### src/rtl/qam_mixer_sync.sv
// I/Q upconversion mixer: FIFO-buffered filter samples, burst start aligned to the
// carrier zero pulse, 3-stage multiply / combine / round-saturate pipeline.
module qam_mixer_sync #(
   parameter int FILTER_WIDTH  = 10,
   parameter int CARRIER_WIDTH = 8,
   parameter int QAM_WIDTH     = 10,
   parameter int FIFO_DEPTH    = 64,
   parameter int START_LEVEL   = 4
) (
   input  logic                              axi_clk,
   input  logic                              axi_rst,
   input  logic                              en,
   input  logic                              sb_sel,
   input  logic                              clr_ovf,
   input  logic                              filt_valid,
   input  logic signed [FILTER_WIDTH-1:0]    filt_i,
   input  logic signed [FILTER_WIDTH-1:0]    filt_q,
   input  logic signed [CARRIER_WIDTH-1:0]   car_sin,
   input  logic signed [CARRIER_WIDTH-1:0]   car_cos,
   input  logic                              car_zero,
   output logic                              qam_valid,
   output logic signed [QAM_WIDTH-1:0]       qam_data,
   output logic [$clog2(FIFO_DEPTH):0]       fifo_level,
   output logic                              ovf
);

   localparam int FW = FILTER_WIDTH;
   localparam int CW = CARRIER_WIDTH;
   localparam int QW = QAM_WIDTH;
   localparam int AW = $clog2(FIFO_DEPTH);
   localparam int LW = AW + 1;
   localparam int PW = FW + CW;
   localparam int XW = PW + 2;   // sum needs PW+1, one more bit absorbs the rounding add
   localparam int K  = PW - QW;

   localparam logic signed [XW-1:0] RND  = XW'((2**K) / 2);
   localparam logic signed [XW-1:0] QMAX = XW'((2**(QW-1)) - 1);
   localparam logic signed [XW-1:0] QMIN = ~QMAX;

   typedef enum logic [1:0] {IDLE, WAIT_ZERO, RUN} state_t;

   state_t state, state_nxt;

   logic [2*FW-1:0] mem [FIFO_DEPTH];
   logic [AW:0]     wr_ptr, rd_ptr;
   logic            empty, full, rd_en, wr_req, wr_en, ovf_evt;

   logic                  v1, v2;
   logic signed [FW-1:0]  i1, q1;
   logic signed [CW-1:0]  sin1, cos1;
   logic                  sb1, sb2;
   logic signed [PW-1:0]  pi2, pq2;
   logic signed [XW-1:0]  s_ext, s_rnd;
   logic signed [QW-1:0]  s_sat;

   assign fifo_level = wr_ptr - rd_ptr;
   assign empty      = (fifo_level == '0);
   assign full       = (fifo_level == LW'(FIFO_DEPTH));
   assign rd_en      = en && (state == RUN) && !empty;
   assign wr_req     = en && filt_valid;
   assign wr_en      = wr_req && (!full || rd_en);
   assign ovf_evt    = wr_req && full && !rd_en;

   always_comb begin
      state_nxt = state;
      case (state)
         IDLE:      state_nxt = WAIT_ZERO;
         WAIT_ZERO: if (car_zero && (fifo_level >= LW'(START_LEVEL))) state_nxt = RUN;
         RUN:       if (empty) state_nxt = WAIT_ZERO;
         default:   state_nxt = IDLE;
      endcase
      if (!en) state_nxt = IDLE;
   end

   always_ff @(posedge axi_clk or posedge axi_rst) begin
      if (axi_rst) state <= IDLE;
      else         state <= state_nxt;
   end

   always_ff @(posedge axi_clk) begin
      if (wr_en) mem[wr_ptr[AW-1:0]] <= {filt_i, filt_q};
   end

   always_ff @(posedge axi_clk or posedge axi_rst) begin
      if (axi_rst) begin
         wr_ptr <= '0;
         rd_ptr <= '0;
      end else if (!en) begin
         wr_ptr <= '0;
         rd_ptr <= '0;
      end else begin
         if (wr_en) wr_ptr <= wr_ptr + LW'(1);
         if (rd_en) rd_ptr <= rd_ptr + LW'(1);
      end
   end

   always_ff @(posedge axi_clk or posedge axi_rst) begin
      if (axi_rst)      ovf <= 1'b0;
      else if (ovf_evt) ovf <= 1'b1;
      else if (clr_ovf) ovf <= 1'b0;
   end

   always_ff @(posedge axi_clk or posedge axi_rst) begin
      if (axi_rst) begin
         v1   <= 1'b0;
         i1   <= '0;
         q1   <= '0;
         sin1 <= '0;
         cos1 <= '0;
         sb1  <= 1'b0;
      end else begin
         v1 <= rd_en;
         if (rd_en) begin
            {i1, q1} <= mem[rd_ptr[AW-1:0]];
            sin1     <= car_sin;
            cos1     <= car_cos;
            sb1      <= sb_sel;
         end
      end
   end

   always_ff @(posedge axi_clk or posedge axi_rst) begin
      if (axi_rst) begin
         v2  <= 1'b0;
         pi2 <= '0;
         pq2 <= '0;
         sb2 <= 1'b0;
      end else begin
         v2 <= v1 && en;
         if (v1) begin
            pi2 <= PW'(i1) * PW'(cos1);
            pq2 <= PW'(q1) * PW'(sin1);
            sb2 <= sb1;
         end
      end
   end

   // Sideband chosen by add/sub of the product so -sin is never formed.
   always_comb begin
      s_ext = sb2 ? (XW'(pi2) + XW'(pq2)) : (XW'(pi2) - XW'(pq2));
      s_rnd = (s_ext + RND) >>> K;
      s_sat = s_rnd[QW-1:0];
      if (s_rnd > QMAX)      s_sat = QMAX[QW-1:0];
      else if (s_rnd < QMIN) s_sat = QMIN[QW-1:0];
   end

   always_ff @(posedge axi_clk or posedge axi_rst) begin
      if (axi_rst) begin
         qam_valid <= 1'b0;
         qam_data  <= '0;
      end else begin
         qam_valid <= v2 && en;
         if (v2 && en) qam_data <= s_sat;
      end
   end

endmodule

### config.mk
export PLATFORM = sky130hd
export DESIGN_NAME = qam_mixer_sync
export DESIGN_NICKNAME = d
export VERILOG_FILES = /design/src/rtl/qam_mixer_sync.sv
export SDC_FILE = /design/constraint.sdc
export NUM_CORES = 2
export LEC_CHECK = 0
export CORE_MARGIN = 1
export CORE_UTILIZATION = 25
export CTS_BUF_LIST = sky130_fd_sc_hd__clkbuf_16
export DETAILED_ROUTE_END_ITERATION = 12
export PLACE_DENSITY = 0.47
export SYNTH_ARGS = -nofsm -noshare
export SYNTH_HDL_FRONTEND = slang
export SYNTH_SLANG_ARGS = --single-unit
### constraint.sdc
create_clock -name axi_clk -period 5.4 [get_ports axi_clk]
set_input_delay 1.08 -clock axi_clk [delete_from_list [all_inputs] [get_ports axi_clk]]
set_output_delay 1.08 -clock axi_clk [all_outputs]
set_load 0.05 [all_outputs]
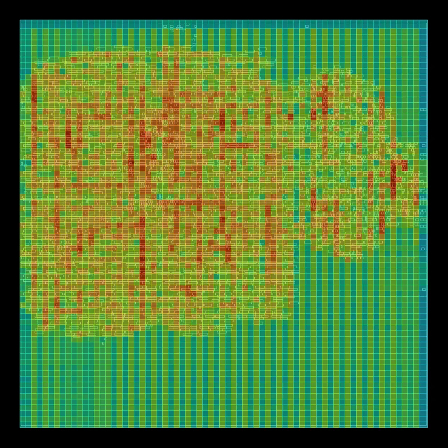
*Congestion heat map*
gr busiest metal: met2
grt met2 use: 21.3%
WL/cell: 24.4 um
Global Route Usage Sum: 13.2%
post-layout util: 29.3%

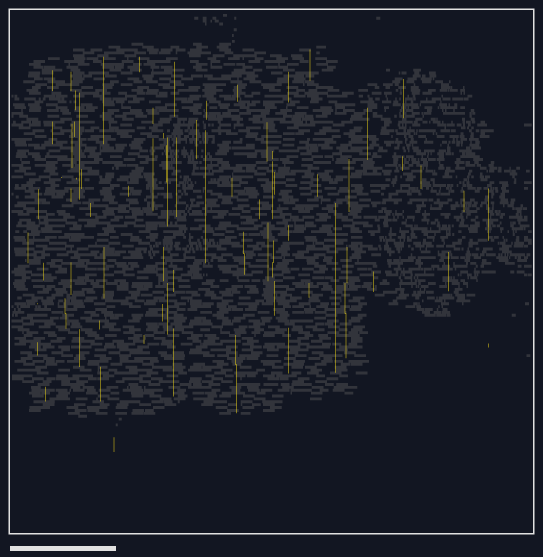
*Signal wires on met4*
Bar = 100 um. Cells faint in the background.
wire length on this layer: 2510 um
share of all routed wire: 1.6%
nets with wire on the layer: 30
longest straight run: 160 um
main direction: vertical

==> flow_metrics.tcl <==
# metrics dict for downstream scripts
set metrics [dict create \
    instances_no_fill 6582 \
    clk_pin_slew_ps 60 \
    h-tree-depth 4 \
    taps 3167 \
    critPathMaxFanout 5 \
    finish.instance_area_sq_um 70000 \
    avgSynthCellArea_sq_um 19.4 \
    max_slew_margin_pct 28.6 \
    clkCellAreaFrac_pct 6.40 \
    p_seq_mw 12.3 \
    crit_path_end "fifo_level[4]" \
    cts_buffers 145 \
    hpwl_um 93400 \
    cp.depth 8 \
    outcome "finished clean" \
    top_cells_by_area "edfxtp_1 64%, mux4_2 16%, fa_1 4.5%" \
    p_clk_mw 9.48 \
    cp.arrival_ps 3970 \
    gp_congestion 0.773 \
    buf_share_pct 2.21 \
    num_rows 179 \
    ys_sh_aoi_pct 1.91 \
    hold_path_class "register to register" \
    cts_tree "yes" \
    post_cts_buffers 0 \
    critPathBufInv 2 \
    yosys-top-cells-count "1280 x edfxtp_1, 418 x mux4_2, 196 x inv_1, 135 x fa_1, 116 x nor2_1" \
    wl_met2_um 76100 \
    max_freq_ghz 0.198 \
    initCoreUtil_pct 25.3 \
    r2r-end "pq2[15]" \
    skew_ps 42.4 \
    seq_cell_count 1384 \
    final-hold-violation-count 0 \
    comb.multi_input.count 1390 \
    ys_ff 1384 \
    placed_area_sq_um 65500 \
    pg_comb_mw 4.47 \
    cap_violations 0 \
    layout_setup_ws_ps 355 \
    grtUsageMet3_pct 2.52 \
]
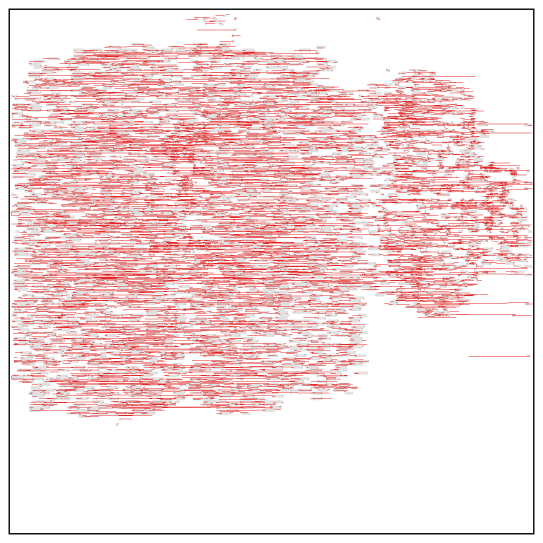
*M1 wires*
Cells faint in the background.
wire length on this layer: 73.9 mm
share of all routed wire: 46%
nets with wire on the layer: 3444

